**Congestion heat map**

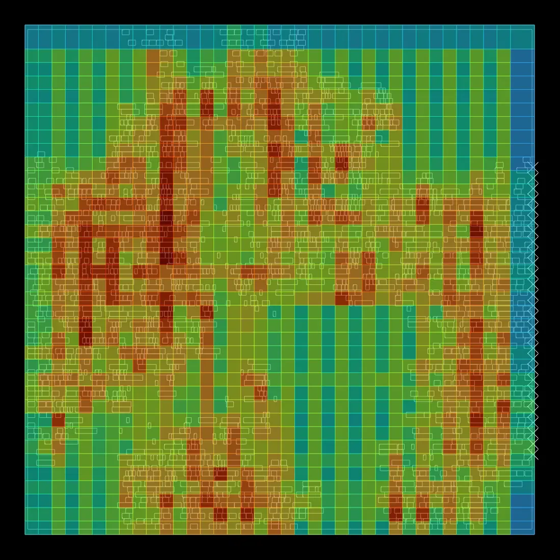
**Cells coloured by class**

The bar under the picture is 100 um long. Fill, decap, tap and diode cells in grey.
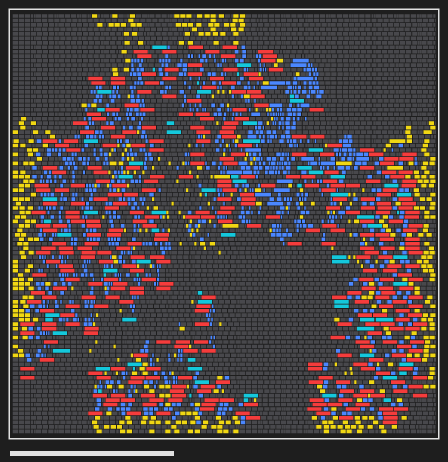
**M1 wires**

Supply wires on this layer in grey.
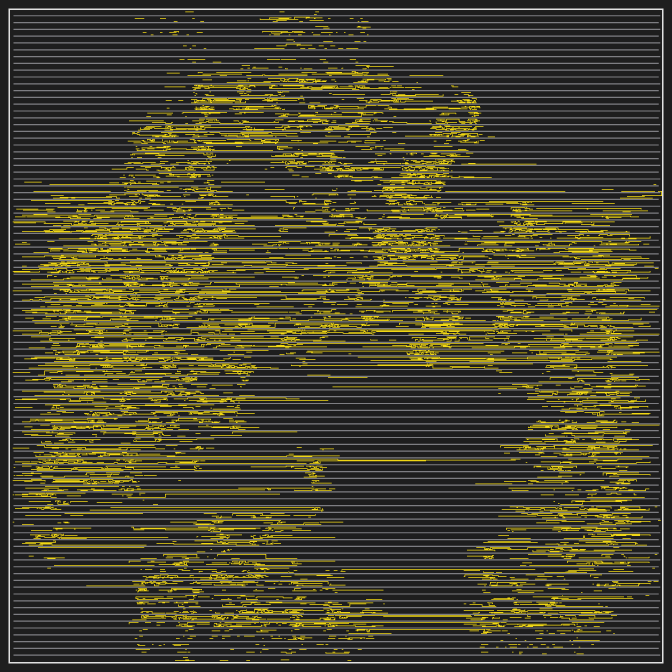
**Met4 routing**

The bar under the picture is 100 um long. Supply wires on this layer in grey.
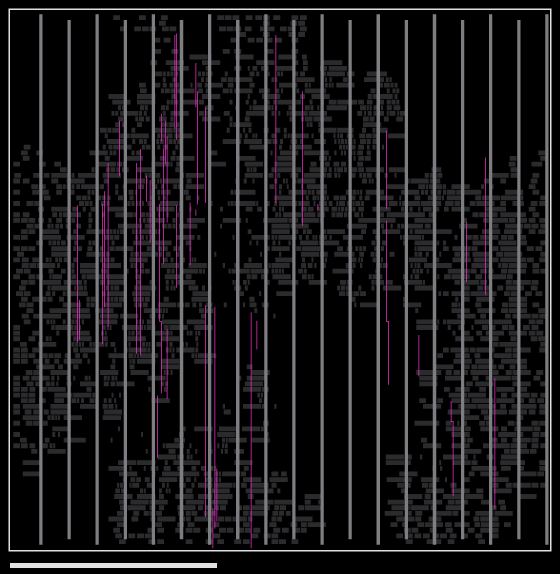
[config.mk]
export PLATFORM = sky130hd
export DESIGN_NAME = hamming128_decoder_flat
export DESIGN_NICKNAME = d
export VERILOG_FILES = /design/src/rtl/hamming_pkg.sv /design/src/rtl/hamming128_decoder_if.sv /design/src/rtl/hamming74_corrector.sv /design/src/rtl/hamming128_decoder.sv /design/src/flat_wrapper.sv
export SDC_FILE = /design/constraint.sdc
export NUM_CORES = 1
export LEC_CHECK = 0
export CAP_MARGIN = 20
export CORE_UTILIZATION = 25
export DETAILED_ROUTE_END_ITERATION = 10
export GPL_TIMING_DRIVEN = 0
export SLEW_MARGIN = 25
export SYNTH_ARGS = -nofsm -noshare
export SYNTH_HDL_FRONTEND = slang
export SYNTH_SLANG_ARGS = --single-unit
[constraint.sdc]
create_clock -name clk -period 4.07 [get_ports clk]
set_clock_uncertainty 0.1 [all_clocks]
set_input_delay 0.407 -clock clk [delete_from_list [all_inputs] [get_ports clk]]
set_output_delay 0.407 -clock clk [all_outputs]
set_load 0.05 [all_outputs]
[src/rtl/hamming_pkg.sv]
// Shared widths and FSM state encoding for the 128-bit Hamming(7,4) decoder.
//   GROUP_W    : bits per encoded group (d3..d0, p0, p1, p2)
//   DATA_W     : data bits per group
//   NUM_GROUPS : groups per codeword
//   CODE_W     : encoded codeword width
//   DATA_OUT_W : decoded data width
package hamming_pkg;

  localparam int GROUP_W    = 7;
  localparam int DATA_W     = 4;
  localparam int NUM_GROUPS = 32;
  localparam int CODE_W     = GROUP_W * NUM_GROUPS;
  localparam int DATA_OUT_W = DATA_W * NUM_GROUPS;
  localparam int CNT_W      = 6;

  typedef enum logic [1:0] {
    IDLE   = 2'd0,
    DECODE = 2'd1,
    DONE   = 2'd2
  } state_e;

endpackage

[src/rtl/hamming128_decoder_if.sv]
// Handshake bundle between the codeword source/result sink and the decoder.
//   in_valid/in_ready/encoded_in          : codeword input handshake
//   out_valid/out_ready/data_out,
//   err_count/err_flag                    : result output handshake
// master: source/sink side (testbench or upstream logic)
// slave : the decoder
interface hamming128_decoder_if;
  import hamming_pkg::*;

  logic                   in_valid;
  logic                   in_ready;
  logic [CODE_W-1:0]      encoded_in;
  logic                   out_valid;
  logic                   out_ready;
  logic [DATA_OUT_W-1:0]  data_out;
  logic [CNT_W-1:0]       err_count;
  logic                   err_flag;

  modport master (
    output in_valid, encoded_in, out_ready,
    input  in_ready, out_valid, data_out, err_count, err_flag
  );

  modport slave (
    input  in_valid, encoded_in, out_ready,
    output in_ready, out_valid, data_out, err_count, err_flag
  );

endinterface

[src/rtl/hamming74_corrector.sv]
// Combinational single-error corrector for one Hamming(7,4) group.
//   group_in : [3:0] = d3..d0, [4] = p0, [5] = p1, [6] = p2
//   data_out : corrected d3..d0
//   syndrome : {s2, s1, s0}
//   err      : syndrome is nonzero
module hamming74_corrector
  import hamming_pkg::*;
(
  input  logic [GROUP_W-1:0] group_in,
  output logic [DATA_W-1:0]  data_out,
  output logic [2:0]         syndrome,
  output logic               err
);

  logic [DATA_W-1:0] d;
  logic [DATA_W-1:0] flip;

  always_comb begin
    d = group_in[3:0];
    syndrome[0] = group_in[4] ^ d[0] ^ d[1] ^ d[3];
    syndrome[1] = group_in[5] ^ d[0] ^ d[2] ^ d[3];
    syndrome[2] = group_in[6] ^ d[1] ^ d[2] ^ d[3];

    // Single-bit syndromes point at a parity bit, which carries no data.
    flip = '0;
    case (syndrome)
      3'b011:  flip = 4'b0001;
      3'b101:  flip = 4'b0010;
      3'b110:  flip = 4'b0100;
      3'b111:  flip = 4'b1000;
      default: flip = 4'b0000;
    endcase

    data_out = d ^ flip;
    err      = |syndrome;
  end

endmodule

[src/rtl/hamming128_decoder.sv]
// Multi-cycle 128-bit Hamming(7,4) decoder. A 224-bit codeword is captured,
// GROUPS_PER_CYCLE groups are corrected per cycle, and the corrected data plus
// the count of groups with a nonzero syndrome are presented until consumed.
//   clk   : clock
//   rst_n : asynchronous active-low reset
//   bus   : slave side of hamming128_decoder_if (codeword in, result out)
//
// state  | meaning
// -------+-------------------------------------------------------------
// IDLE   | in_ready=1, waiting for a codeword
// DECODE | correcting GROUPS_PER_CYCLE groups per cycle
// DONE   | out_valid=1, result held until out_ready
module hamming128_decoder
  import hamming_pkg::*;
#(
  parameter int GROUPS_PER_CYCLE = 4
) (
  input  logic               clk,
  input  logic               rst_n,
  hamming128_decoder_if.slave bus
);

  localparam int G        = GROUPS_PER_CYCLE;
  localparam int SLICE_DW = G * DATA_W;
  localparam int SLICE_CW = G * GROUP_W;

  state_e                  state_q, state_d;
  logic [CODE_W-1:0]       hold_q, hold_d;
  logic [DATA_OUT_W-1:0]   data_q, data_d;
  logic [CNT_W-1:0]        grp_idx_q, grp_idx_d;
  logic [CNT_W-1:0]        err_cnt_q, err_cnt_d;

  logic [SLICE_DW-1:0]     slice_data;
  logic [G-1:0]            slice_err;
  logic [2:0]              slice_syn_unused [G];
  logic [CNT_W-1:0]        slice_err_cnt;
  logic [CNT_W:0]          err_sum;

  // The holding register shifts down one slice per DECODE cycle, so the
  // correctors always look at its bottom slice instead of a muxed window.
  for (genvar g = 0; g < G; g++) begin : g_corr
    hamming74_corrector u_corr (
      .group_in (hold_q[g*GROUP_W +: GROUP_W]),
      .data_out (slice_data[g*DATA_W +: DATA_W]),
      .syndrome (slice_syn_unused[g]),
      .err      (slice_err[g])
    );
  end

  always_comb begin
    slice_err_cnt = '0;
    for (int g = 0; g < G; g++) begin
      slice_err_cnt = slice_err_cnt + CNT_W'(slice_err[g]);
    end
    err_sum = {1'b0, err_cnt_q} + {1'b0, slice_err_cnt};
  end

  always_comb begin
    state_d   = state_q;
    hold_d    = hold_q;
    data_d    = data_q;
    grp_idx_d = grp_idx_q;
    err_cnt_d = err_cnt_q;

    case (state_q)
      IDLE: begin
        if (bus.in_valid) begin
          hold_d    = bus.encoded_in;
          data_d    = '0;
          grp_idx_d = '0;
          err_cnt_d = '0;
          state_d   = DECODE;
        end
      end

      DECODE: begin
        hold_d = hold_q >> SLICE_CW;
        // Corrected slice enters at the top; after the last cycle group 0
        // has been shifted down to bits [3:0].
        data_d = (data_q >> SLICE_DW)
               | (DATA_OUT_W'(slice_data) << (DATA_OUT_W - SLICE_DW));
        grp_idx_d = grp_idx_q + CNT_W'(G);
        // Saturate rather than wrap; with 32 groups the clamp never engages.
        err_cnt_d = (err_sum > (CNT_W+1)'(NUM_GROUPS)) ? CNT_W'(NUM_GROUPS)
                                                      : err_sum[CNT_W-1:0];
        if (grp_idx_q == CNT_W'(NUM_GROUPS - G)) begin
          state_d = DONE;
        end
      end

      DONE: begin
        if (bus.out_ready) begin
          state_d = IDLE;
        end
      end

      default: state_d = IDLE;
    endcase
  end

  always_ff @(posedge clk or negedge rst_n) begin
    if (!rst_n) begin
      state_q   <= IDLE;
      hold_q    <= '0;
      data_q    <= '0;
      grp_idx_q <= '0;
      err_cnt_q <= '0;
    end else begin
      state_q   <= state_d;
      hold_q    <= hold_d;
      data_q    <= data_d;
      grp_idx_q <= grp_idx_d;
      err_cnt_q <= err_cnt_d;
    end
  end

  assign bus.in_ready  = (state_q == IDLE);
  assign bus.out_valid = (state_q == DONE);
  assign bus.data_out  = data_q;
  assign bus.err_count = err_cnt_q;
  assign bus.err_flag  = |err_cnt_q;

endmodule

[src/flat_wrapper.sv]
// flat-port wrapper written by rule: the top's interface ports become plain ports
module hamming128_decoder_flat import hamming_pkg::*;
#(
  parameter int GROUPS_PER_CYCLE = 4
)
  (clk, rst_n, bus_in_valid, bus_encoded_in, bus_out_ready, bus_in_ready, bus_out_valid, bus_data_out, bus_err_count, bus_err_flag);
  hamming128_decoder_if bus_i ();
  input  logic clk;
  input  logic rst_n;
  input wire logic [$bits(bus_i.in_valid)-1:0] bus_in_valid;
  input wire logic [$bits(bus_i.encoded_in)-1:0] bus_encoded_in;
  input wire logic [$bits(bus_i.out_ready)-1:0] bus_out_ready;
  output wire logic [$bits(bus_i.in_ready)-1:0] bus_in_ready;
  output wire logic [$bits(bus_i.out_valid)-1:0] bus_out_valid;
  output wire logic [$bits(bus_i.data_out)-1:0] bus_data_out;
  output wire logic [$bits(bus_i.err_count)-1:0] bus_err_count;
  output wire logic [$bits(bus_i.err_flag)-1:0] bus_err_flag;
  assign bus_i.in_valid = bus_in_valid;
  assign bus_i.encoded_in = bus_encoded_in;
  assign bus_i.out_ready = bus_out_ready;
  assign bus_in_ready = bus_i.in_ready;
  assign bus_out_valid = bus_i.out_valid;
  assign bus_data_out = bus_i.data_out;
  assign bus_err_count = bus_i.err_count;
  assign bus_err_flag = bus_i.err_flag;
  hamming128_decoder #(.GROUPS_PER_CYCLE(GROUPS_PER_CYCLE)) u_core (.clk(clk), .rst_n(rst_n), .bus(bus_i));
endmodule
==> summary.txt <==
impl run done, here's what came out: status=finished with violations, die height=around 260 um, buffering overhead=0.192, Setup Fix Bufs, Post-CTS=0, adder-cell share of the synthesized area=0.00688, first-pass detailed-route iteration total=9, drt via density=5.16, Final ANT Viol Nets=0, # clock sinks=364, Non-clk bufs=529, synthesized cell area=0.0167 mm2, #MultiIn Comb=around 1.1k, failing checks=DRC, CP Buf/Inv Count=3, tool warnings=26, Final WS setup=0.229 ns, Final Setup Violations=0, Hold WS=~0.26 ns, largest net degree at the start of global routing=78, DRC viols=between 50 and 60, invs w/o clock=14, Synth Area in XOR/XNOR=0.0282, Die Size=0.0680 mm2, max-cap check violation count=0, DP HPWL=50.9 mm, Pint=between 10 and 15 mW, Max clock buf depth=3, Slew HR=0.392, Critical Path AT=3.33 ns, TritonCTS Buffers=43, H-tree levels=2, HP Class=in2async, biggest cell delay along the critical path=0.88 ns
Notes on 'congestion heat map' above:
grt met3 use: 0.0343
all-layer global routing usage: 0.188
fin util: 0.355
global route hottest layer: met2

Notes on 'cells coloured by class' above:
- yellow: remaining buffers and delay cells (cells 529)
- blue: remaining logic cells (cells 1099)
- cyan: clock drivers and dummy loads (cells 75)
- red: registers (cells 364)
sequential share of cell area: 0.389
Final Instance Area: 0.0234 mm2
num rows: 94
Core Region: 0.0660 mm2

Notes on 'M1 wires' above:
- share of all routed wire: 43%
- longest straight run: 112 um
- main direction: horizontal
final WL: 65.8 mm
M1 GR Usage: 0.253
vias: 15.1k

Notes on 'met4 routing' above:
- longest straight run: 114 um
- main direction: vertical
- wire length on this layer: 1990 um
- share of all routed wire: 3.0%
- nets with wire on the layer: 30

